$ cat src/rtl/delay_pipe_gen_pkg.sv
`default_nettype none
// delay_pipe_gen_pkg: shared types and helpers for the elastic delay line.
package delay_pipe_gen_pkg;

  typedef struct packed {
    logic clk;
    logic rst;
  } Data_Control_Control_T;

  localparam int unsigned C_RESET_DEFAULT = 0;

  // Occupancy counter width: clog2(depth+1), never narrower than one bit.
  function automatic int cnt_w(input int depth);
    if (depth <= 0) return 1;
    return ($clog2(depth + 1) < 1) ? 1 : $clog2(depth + 1);
  endfunction

  function automatic logic fire(input logic valid, input logic ready);
    return valid & ready;
  endfunction

endpackage
`default_nettype wire

$ cat src/rtl/delay_pipe_gen_stage.sv
`default_nettype none
// delay_pipe_stage: one valid/data register pair of the elastic delay line.
module delay_pipe_stage
  import delay_pipe_gen_pkg::*;
#(
  parameter int               WIDTH = 32,
  parameter logic [WIDTH-1:0] RESET = '0
) (
  input  Data_Control_Control_T ctrl_i,
  input  logic                  flush_i,
  input  logic                  adv_i,
  input  logic                  prev_v_i,
  input  logic [WIDTH-1:0]      prev_d_i,
  output logic                  v_o,
  output logic [WIDTH-1:0]      d_o
);

  logic             clk;
  logic             v_q, v_d;
  logic [WIDTH-1:0] d_q, d_d;

  assign clk = ctrl_i.clk;

  // Flush clears only the valid bit; data is loaded even behind a bubble.
  always_comb begin
    v_d = v_q;
    d_d = d_q;
    if (flush_i) begin
      v_d = 1'b0;
    end else if (adv_i) begin
      v_d = prev_v_i;
      d_d = prev_d_i;
    end
  end

  always_ff @(posedge clk) begin
    if (ctrl_i.rst) begin
      v_q <= 1'b0;
      d_q <= RESET;
    end else begin
      v_q <= v_d;
      d_q <= d_d;
    end
  end

  assign v_o = v_q;
  assign d_o = d_q;

endmodule
`default_nettype wire

$ cat src/rtl/delay_pipe_gen.sv
`default_nettype none
// delay_pipe_gen: elastic valid/ready delay line of DEPTH stages with flush.
// Optional occupancy counter port enabled by DELAY_PIPE_COUNT_EN.
module delay_pipe_gen
  import delay_pipe_gen_pkg::*;
#(
  parameter int               DEPTH = 2,
  parameter int               WIDTH = 32,
  parameter logic [WIDTH-1:0] RESET = WIDTH'(C_RESET_DEFAULT)
) (
  input  Data_Control_Control_T      ctrl_i,
  input  logic                       flush_i,
  input  logic                       in_valid_i,
  input  logic [WIDTH-1:0]           in_data_i,
  output logic                       in_ready_o,
  output logic                       out_valid_o,
  output logic [WIDTH-1:0]           out_data_o,
`ifdef DELAY_PIPE_COUNT_EN
  output logic [cnt_w(DEPTH)-1:0]    count_o,
`endif
  input  logic                       out_ready_i
);

  localparam int CNT_W = cnt_w(DEPTH);

  if (DEPTH <= 0) begin : g_passthru
    assign out_valid_o = in_valid_i & ~flush_i;
    assign in_ready_o  = out_ready_i & ~flush_i;
    assign out_data_o  = in_data_i;
`ifdef DELAY_PIPE_COUNT_EN
    assign count_o     = '0;
`endif
  end else begin : g_pipe
    logic [DEPTH-1:0] v_w;
    logic [DEPTH-1:0] adv_w;
    logic [WIDTH-1:0] d_w [DEPTH];

    // Ready ripples from the output back so a full pipe can move in and out together.
    always_comb begin
      adv_w            = '0;
      adv_w[DEPTH-1]   = ~v_w[DEPTH-1] | out_ready_i;
      for (int i = DEPTH - 2; i >= 0; i--) begin
        adv_w[i] = ~v_w[i] | adv_w[i+1];
      end
    end

    for (genvar i = 0; i < DEPTH; i++) begin : g_stage
      logic             prev_v_w;
      logic [WIDTH-1:0] prev_d_w;

      if (i == 0) begin : g_head
        assign prev_v_w = in_valid_i;
        assign prev_d_w = in_data_i;
      end else begin : g_link
        assign prev_v_w = v_w[i-1];
        assign prev_d_w = d_w[i-1];
      end

      delay_pipe_stage #(
        .WIDTH (WIDTH),
        .RESET (RESET)
      ) u_stage (
        .ctrl_i   (ctrl_i),
        .flush_i  (flush_i),
        .adv_i    (adv_w[i]),
        .prev_v_i (prev_v_w),
        .prev_d_i (prev_d_w),
        .v_o      (v_w[i]),
        .d_o      (d_w[i])
      );
    end

    assign in_ready_o  = adv_w[0] & ~flush_i;
    assign out_valid_o = v_w[DEPTH-1];
    assign out_data_o  = d_w[DEPTH-1];

`ifdef DELAY_PIPE_COUNT_EN
    logic             clk;
    logic [CNT_W-1:0] count_q, count_d;
    logic             in_fire_w, out_fire_w;

    assign clk        = ctrl_i.clk;
    assign in_fire_w  = fire(in_valid_i, in_ready_o);
    assign out_fire_w = fire(out_valid_o, out_ready_i);

    always_comb begin
      count_d = count_q + CNT_W'(in_fire_w) - CNT_W'(out_fire_w);
      if (flush_i) count_d = '0;
    end

    always_ff @(posedge clk) begin
      if (ctrl_i.rst) count_q <= '0;
      else            count_q <= count_d;
    end

    assign count_o = count_q;
`endif
  end

endmodule
`default_nettype wire

$ cat config.mk
export PLATFORM = sky130hd
export DESIGN_NAME = delay_pipe_gen
export DESIGN_NICKNAME = d
export VERILOG_FILES = /design/src/rtl/delay_pipe_gen_pkg.sv /design/src/rtl/delay_pipe_gen_stage.sv /design/src/rtl/delay_pipe_gen.sv
export SDC_FILE = /design/constraint.sdc
export NUM_CORES = 1
export LEC_CHECK = 0
export ABC_AREA = 1
export CAP_MARGIN = 20
export CORE_MARGIN = 3
export CORE_UTILIZATION = 43
export DETAILED_ROUTE_END_ITERATION = 8
export PLACE_DENSITY = 0.71
export SLEW_MARGIN = 20
export SYNTH_ARGS = -nofsm -noshare
export SYNTH_HDL_FRONTEND = slang
export SYNTH_SLANG_ARGS = --single-unit
$ cat constraint.sdc
create_clock -name ctrl_i -period 1.3 [get_ports ctrl_i]
set_input_delay 0.13 -clock ctrl_i [delete_from_list [all_inputs] [get_ports ctrl_i]]
set_output_delay 0.13 -clock ctrl_i [all_outputs]
set_load 0.01 [all_outputs]
### Cells by drive strength

Bar = 20 um.
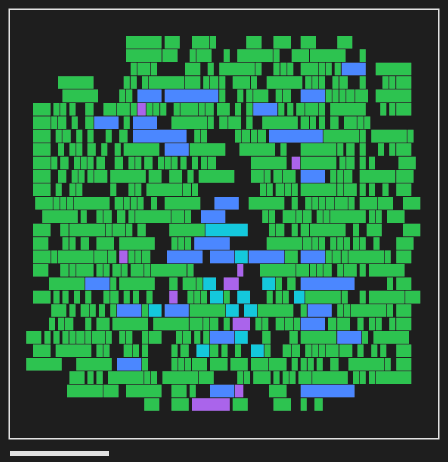
green -> _0 and _1 cells  # cells 498
cyan -> _3 and _4 cells  # cells 13
blue -> _6 and larger  # cells 29
purple -> _2 cells  # cells 9
final instance area: 4270 um^2
Area Growth Syn to Fin: 52.3%
fin worst setup slack: 81.5 ps

==> flow_summary.yaml <==
# yosys + openroad results
status:
  status: "finished clean"
routing:
  met1_length_um: 2780
  wl_per_cell_um: 11.4
  num_vias: 2986
  drc: 0
  drt_iter0_drc: 116
  wl_met3_um: 538
  top_layer: "met4"
  ant_nets: 0
  drt_pre_antenna_iters: 4
pwr:
  powerSeq_mw: 3.11
  internal-power_mw: 6.77
  ir_drop_v: 0.00131
  comb_power_mw: 1.35
  power_frac_seq_pct: 29.6
  fin_total_pwr_mw: 10.5
  power_density_nw_per_um2: 2460
  p_sw_share_pct: 35.6
worst_setup_path:
  ff2ff_path_depth: 5
  crit_fanout: 9
  cp_top_family: "buffers and inverters"
  worstPathArrival_ps: 1480
  critical_path.startpoint_type: "input pin"
  worstSetupPathType: "input pin to flip-flop"
  worst_path_largest_cell_delay_ps: 480
  crit_required_ps: 1560
  end_kind: "flip-flop"
  r2r_end: "g_pipe.g_stage[0].u_stage.d_o[4]"
  cp_num_buf_inv: 6
grt:
  gr-usage-met3_pct: 17.7
  grt_use_met1_pct: 17.8
  grt_pass1_wl_um: 12000
  gr-usage-all-layers_pct: 21.6
  grt_max_degree: 38
  gr-usage-met2_pct: 24.3
  antenna_found_initial: 0
yosys:
  synth_dominant_cell_count: "nor2_1"
  synthesis.instances: 397
  synth_area_um2: 2810
  yosys_cells: 397
  ys_ff: 66
  top_logic_kind: "simple AND/OR/NAND/NOR gates"
  synth_top_cell_by_area: "dfxtp_1"
  synth_cell_types: 14
  aoi_share_pct: 6.38
  ys_sh_xor_pct: 0
  synth-edff-count: 0
  synth_nets: 434
placed_design:
  placedCellCount: 525
  dp_hpwl_um: 3920
  place.gp.congestion: 0.802
  place_area_um2: 3590
  pre_cts_ws_ps: -620
floorplan:
  core-area_um2: 6130
  die_x_um: 86.8
  dieHeight_um: 86.8
  pin_count: 71
  num_rows: 28
  dieArea_um2: 7530
cells_and_area:
  flops: 66
  fin_util_pct: 69.7
  inverters: 37
  nonClkBufAreaFrac_pct: 18.4
  clock_buffers: 22
  lay_top_cells: "inv_1, nor2_1, nand2_1"
  mostFrequentLayoutCell: "inv_1"
  seq_area_um2: 1330
  clk_share_pct: 17.0
  comb_share_pct: 28.1
  nFillCells: 550
final_timing:
  hold_violations: 0
  tightestPinTransition_ps: 330
  relSlewSlack_pct: 78.0
  setup_viol: 0
  rsz0062_at_grt: "false"
  fmax_mhz: 821
  min_period_ps: 1220
  finalCritPeriodShare_pct: 93.7
  setup-tns-final_ps: 0
clock_tree:
  postCtsHoldBufs: 0
  cts_setup_buffers: 0
  post_cts_resized: 38
hold_path:
  min_path_type: "clock port to flip-flop"
  hold_start: "ctrl_i[0]"
  whs_path_depth: 5
run:
  cap_violations: 0
  warnings: 222
### Clock network drawn from the DEF

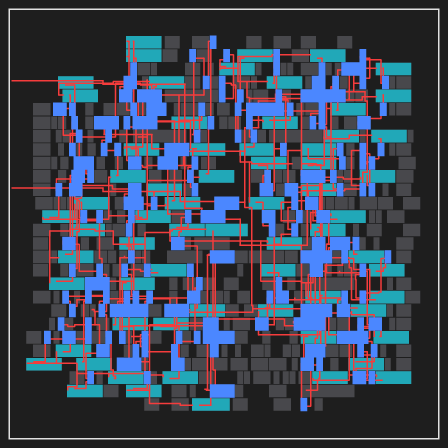
cyan -> flip-flops  # count 66
red -> clock wires  # length 2720 um
blue -> clock drivers  # count 217
flops lie = all over the die
power share of the clock group: 57.6%
Clk power: 6.06 mW
Final Skew: 9.24 ps
Clock Latency Late Sink: 340 ps

## how the worst max path moves through the flow
stage / start / to / slack, ps / cells after the start
2_1_floorplan: ctrl_i[0] / g_pipe.g_stage[0].u_stage.d_o[2] / -40 / 5
3_5_place_dp: ctrl_i[0] / g_pipe.g_stage[0].u_stage.v_o / -620 / 3
6_report: flush_i / g_pipe.g_stage[1].u_stage.v_o / 80 / 8
3_3_place_gp: ctrl_i[0] / g_pipe.g_stage[0].u_stage.v_o / -620 / 3
5_1_grt: flush_i / g_pipe.g_stage[1].u_stage.v_o / 2 / 8
4_1_cts: g_pipe.g_stage[1].u_stage.v_o / in_ready_o / 20 / 4
## state kept, by name (all words and copies together), names as in the netlist
| name | flops |
|---|---|
| g_pipe.g_stage.u_stage.v_o | 2 |
| g_pipe.g_stage.u_stage.d_o | 64 |
Power is estimated from default activity; no workload was simulated.
